===== src/rtl/pmu_bridge_pkg.sv =====
// Shared types and helpers for the APB-to-PMU register bridge.
package pmu_bridge_pkg;

    typedef enum logic [1:0] {
        IDLE = 2'd0,
        REQ  = 2'd1,
        REL  = 2'd2,
        DONE = 2'd3
    } state_t;

    // Timeout counter width; at least one bit even when the timeout is disabled.
    function automatic int unsigned tmo_cnt_w(input int unsigned timeout_cyc);
        return (timeout_cyc == 0) ? 1 : $clog2(timeout_cyc + 1);
    endfunction

endpackage


===== src/rtl/pmu_sync_bit.sv =====
// Reset-to-0 flop chain bringing a single asynchronous bit into the pclk domain.
module pmu_sync_bit #(
    parameter int unsigned STAGES = 2
) (
    input  logic pclk,
    input  logic preset,
    input  logic d,
    output logic q
);

    logic [STAGES-1:0] chain;

    always_ff @(posedge pclk) begin
        if (preset) begin
            chain <= '0;
        end else begin
            chain <= {chain[STAGES-2:0], d};
        end
    end

    assign q = chain[STAGES-1];

endmodule


===== src/rtl/pmu_apb_bridge.sv =====
// APB3 slave forwarding register accesses to an asynchronous PMU register file
// over a 4-phase req/ack handshake, with timeout and address-range errors.
module pmu_apb_bridge
    import pmu_bridge_pkg::*;
#(
    parameter int unsigned ADDR_W      = 6,
    parameter int unsigned DATA_W      = 32,
    parameter int unsigned NUM_REGS    = 64,
    parameter int unsigned SYNC_STAGES = 2,
    parameter int unsigned TIMEOUT_CYC = 1024
) (
    input  logic              pclk,
    input  logic              preset,
    input  logic              psel,
    input  logic              penable,
    input  logic              pwrite,
    input  logic [ADDR_W-1:0] paddr,
    input  logic [DATA_W-1:0] pwdata,
    output logic [DATA_W-1:0] prdata,
    output logic              pready,
    output logic              pslverr,
    output logic              pmu_req,
    output logic              pmu_pwrite,
    output logic [ADDR_W-1:0] pmu_paddr,
    output logic [DATA_W-1:0] pmu_pwdata,
    input  logic              pmu_ack,
    input  logic [DATA_W-1:0] pmu_prdata
);

    localparam int unsigned CNT_W = tmo_cnt_w(TIMEOUT_CYC);

    state_t           state;
    logic [CNT_W-1:0] cnt;
    logic             ack_s;
    logic             stalled;
    logic             tmo_hit;
    logic             out_of_range;

    pmu_sync_bit #(.STAGES(SYNC_STAGES)) u_ack_sync (
        .pclk   (pclk),
        .preset (preset),
        .d      (pmu_ack),
        .q      (ack_s)
    );

    assign tmo_hit      = (TIMEOUT_CYC != 0) && (32'(cnt) == TIMEOUT_CYC - 1);
    assign out_of_range = 32'(paddr) >= NUM_REGS;

    // A request held off by a stale ack keeps its claim into the access phase.
    always_ff @(posedge pclk) begin
        if (preset) begin
            state      <= IDLE;
            cnt        <= '0;
            stalled    <= 1'b0;
            prdata     <= '0;
            pready     <= 1'b0;
            pslverr    <= 1'b0;
            pmu_req    <= 1'b0;
            pmu_pwrite <= 1'b0;
            pmu_paddr  <= '0;
            pmu_pwdata <= '0;
        end else begin
            case (state)
                IDLE: begin
                    pready  <= 1'b0;
                    pslverr <= 1'b0;
                    if (!psel) begin
                        stalled <= 1'b0;
                    end else if (!penable || stalled) begin
                        if (out_of_range) begin
                            stalled <= 1'b0;
                            pready  <= 1'b1;
                            pslverr <= 1'b1;
                            state   <= DONE;
                        end else if (!ack_s) begin
                            stalled    <= 1'b0;
                            pmu_pwrite <= pwrite;
                            pmu_paddr  <= paddr;
                            pmu_pwdata <= pwdata;
                            pmu_req    <= 1'b1;
                            cnt        <= '0;
                            state      <= REQ;
                        end else begin
                            stalled <= 1'b1;
                        end
                    end
                end
                REQ: begin
                    if (ack_s) begin
                        if (!pmu_pwrite) begin
                            prdata <= pmu_prdata;
                        end
                        pmu_req <= 1'b0;
                        cnt     <= '0;
                        state   <= REL;
                    end else if (tmo_hit) begin
                        pmu_req <= 1'b0;
                        pready  <= 1'b1;
                        pslverr <= 1'b1;
                        state   <= DONE;
                    end else begin
                        cnt <= cnt + 1'b1;
                    end
                end
                REL: begin
                    if (!ack_s) begin
                        pready  <= 1'b1;
                        pslverr <= 1'b0;
                        state   <= DONE;
                    end else if (tmo_hit) begin
                        pready  <= 1'b1;
                        pslverr <= 1'b1;
                        state   <= DONE;
                    end else begin
                        cnt <= cnt + 1'b1;
                    end
                end
                DONE: begin
                    if (psel && penable) begin
                        pready  <= 1'b0;
                        pslverr <= 1'b0;
                        state   <= IDLE;
                    end
                end
                default: state <= IDLE;
            endcase
        end
    end

endmodule

===== config.mk =====
export PLATFORM = sky130hd
export DESIGN_NAME = pmu_apb_bridge
export DESIGN_NICKNAME = d
export VERILOG_FILES = /design/src/rtl/pmu_bridge_pkg.sv /design/src/rtl/pmu_sync_bit.sv /design/src/rtl/pmu_apb_bridge.sv
export SDC_FILE = /design/constraint.sdc
export NUM_CORES = 1
export LEC_CHECK = 0
export CORE_MARGIN = 4
export CORE_UTILIZATION = 29
export DETAILED_ROUTE_END_ITERATION = 7
export GPL_TIMING_DRIVEN = 0
export PLACE_DENSITY_LB_ADDON = 0.2
export SYNTH_ARGS = -nofsm -noshare
export SYNTH_HDL_FRONTEND = slang
export SYNTH_SLANG_ARGS = --single-unit

===== constraint.sdc =====
create_clock -name pclk -period 2 [get_ports pclk]
set_input_delay 0.3 -clock pclk [delete_from_list [all_inputs] [get_ports pclk]]
set_output_delay 0.3 -clock pclk [all_outputs]
set_load 0.005 [all_outputs]

**Zoomed window**

Region (35, 59) to (85, 109) um. Cells in grey, sequential cells in the stronger grey; small squares are vias.
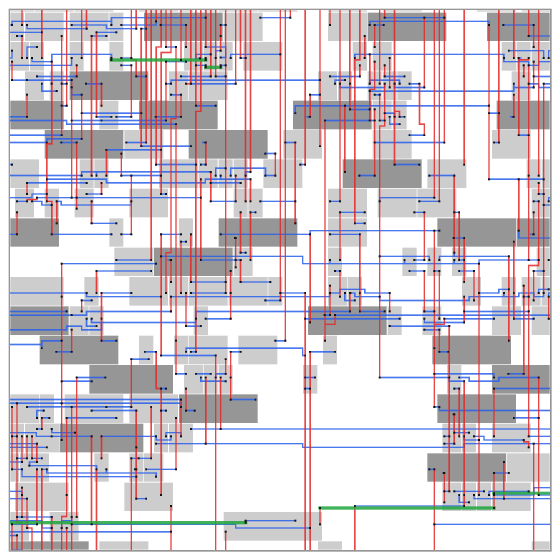
layer	colour
M2	red
M3	green
M1	blue
most frequent	nand2_1 (44), clkdlybuf4s50_1 (26), a21oi_1 (25)
sequential cells in the window	25
netlist names of flops here include	`pmu_pwdata` (17), `pmu_paddr` (4), `state` (2)
cells with their middle in the window	143

**PDN straps and rails**

(4 px per um) Pins as bars on the die edge.
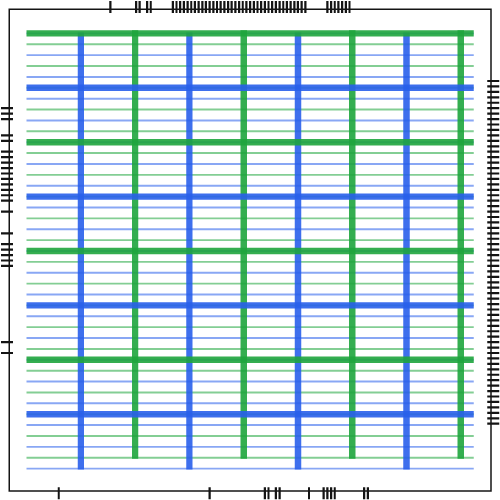
net	colour
VDD	green
VSS	blue
signal pins	150
met4 straps	8
rows	40
met5 straps	8
Die H: 120.1 um
die width: 120.1 um

==> CHANGELOG.md <==
### Physical design

* Critical path buffer and inverter count at 2
* CP max stage cell: o31ai_4
* Largest net degree at the start of global routing at 16
* Final Hold Fails at 0
* Post-route antenna net violation count at 0
* Ao+oa area frac at roughly a fifth
* Worst-path maximum fanout at 8
* Post-synthesis cell count at ~460
* Commonest flop: dfxtp_1
* Minimum clock period at around 1.9 ns
* Area of the core at ~12000 um^2
* Num CTS Buffers at 9
* Top-Level Pins at roughly 150
* Crit path required time at ~2.2 ns
* # diodes at 0
* Hold_buf cts at 0
* Clk root buf: clkbuf_16
* Comb gate area at about 1700 um^2
* Cell Area, Synth at approximately 3600 um^2
* Simple Share, Synth at 24.62%
* H-tree levels at 3
* Asr flop ratio synth at 0%
* Max Cap Violations at 0
* Remaining Overflow, GRT at 0
* FF/Latch Area at about 1800 um^2
* Critical path arrival at roughly 2.1 ns
* First-pass GRT wire length at ~19000 um
* Vias in the first global route at between 3000 and 4000
* FMAX at about 530 MHz
* Class of the worst hold path: flip-flop to flip-flop
* CTS tree: built
* Routed via count at 3723
* Clk ins delay skew pair at between 0.3 and 0.4 ns
* Result of the run: completed
* Final Max Slew Viols at 0
* XOR Share, Synth at 0%
* Placer Congestion at 0.8027
* Placed Cells at 771
* Port bufs at between 100 and 150
* Top logic family: simple AND/OR/NAND/NOR gates
* Router iterations before antenna repair at 4
**Routed metal per tile**

(3 px per um) 24 x 24 tiles, from dark purple (low) to yellow (high), scaled to the fullest tile. Values are wire area over tile area, all layers added.
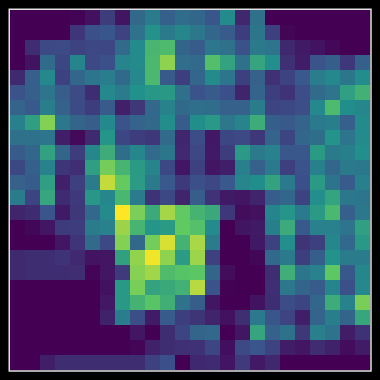
tiles over half the peak	16%
fullest tile	0.44
emptiest ninth of the die	bottom left
nearly empty tiles	16%
mean over tiles	0.13

==> stage by stage <==
stage               hold WS, ns  setup TNS (ns)
global placement         0.4223          -1.202
CTS                      0.4440               0
global route             0.4726               0
detailed placement       0.4307          -1.598
finish                   0.4428               0
floorplan                0.4110               0
==> cell usage in the layout, fill, tap and decap left out, types with 2 or more instances in the layout <==
cell	instances
nand2_1	148
clkdlybuf4s50_1	148
dfxtp_1	88
a21oi_1	82
clkbuf_1	12
inv_1	9
nor2_1	9
clkbuf_16	9
buf_2	8
nor3_1	6
nand3_1	5
ha_1	5
nand2b_1	4
clkbuf_4	4
nand4b_1	4
a211oi_1	4
and4_1	4
o21ai_0	4
nand4_1	3
a311oi_1	3
o31ai_1	3
nor2b_2	2
and3_1	2
nor4_1	2
buf_6	2
or4_1	2
o21ai_1	2
o211ai_1	2
o41ai_1	2
nor2b_1	2
inv_6	2
clkbuf_8	2
dfxtp_2	2
==> Yosys cell counts, types with 2 or more instances <==
| master | instances |
|---|---|
| nor3_1 | 6 |
| ha_1 | 6 |
| o21ai_1 | 2 |
| nor2_1 | 9 |
| buf_2 | 15 |
| clkbuf_1 | 14 |
| a311oi_1 | 3 |
| or4_1 | 2 |
| a21boi_1 | 2 |
| nor2b_1 | 2 |
| nor2b_2 | 2 |
| a21oi_1 | 82 |
| nand3_1 | 5 |
| o211ai_1 | 2 |
| dfxtp_1 | 90 |
| and4_1 | 4 |
| nand4b_1 | 4 |
| nor4_1 | 2 |
| inv_1 | 9 |
| o41ai_1 | 3 |
| o31ai_1 | 3 |
| nand2_1 | 148 |
| a211oi_1 | 4 |
| o21ai_0 | 4 |
| nand2b_1 | 4 |
| nand4_1 | 3 |
| and3_1 | 2 |
==> logic make-up after synthesis <==
kind of cell / Yosys count
adder cells (fa/ha/maj): 6
buffers and inverters: 40
AND-OR/OR-AND: 117
multiplexers: 1
flip-flops: 90
AND/OR/NAND/NOR: 201
==> worst paths after layout <==
path | from | end | slack, ns | cells past startpoint
max | state[1] | cnt[10] | 0.12 | 7
min reg2reg | cnt[10] | cnt[10] | 0.44 | 2
min | cnt[10] | cnt[10] | 0.44 | 2
max reg2reg | state[1] | cnt[10] | 0.12 | 7
==> layer usage <==
metal / share of wire, % / up-vias / global-route usage, %
li1: - / 1871 / -
met1: 44 / 1725 / 19.33
met2: 48 / 115 / 27.43
met3: 6.1 / 12 / 4.194
met4: 1.5 / 0 / 5.583
met5: 0 / - / 0
==> report_power, final <==
group	internal, W	switching (W)	leakage, nW	total, W
clock	0.00104	0.000724	0.153	0.00177
sequential	0.00187	0.0000466	0.731	0.00192
combinational	0.000377	0.000337	1.05	0.000714
==> registers in the layout, indices dropped and copies added (netlist names) <==
register,count
pmu_pwdata,32
prdata,32
cnt,11
pmu_paddr,6
state,2
u_ack_sync.chain,2
pmu_pwrite,1
pmu_req,1
pready,1
pslverr,1
stalled,1
==> area by class of cell <==
type	instances	area share, %
buffer	28	2.575
clock buffer	11	4.446
tap	168	3.698
timing repair buffer	148	26.06
multi-input combinational	325	29.83
clock inverter	5	1.057
sequential	90	31.74
inverter	9	0.5943
Power is estimated from default activity; no workload was simulated.
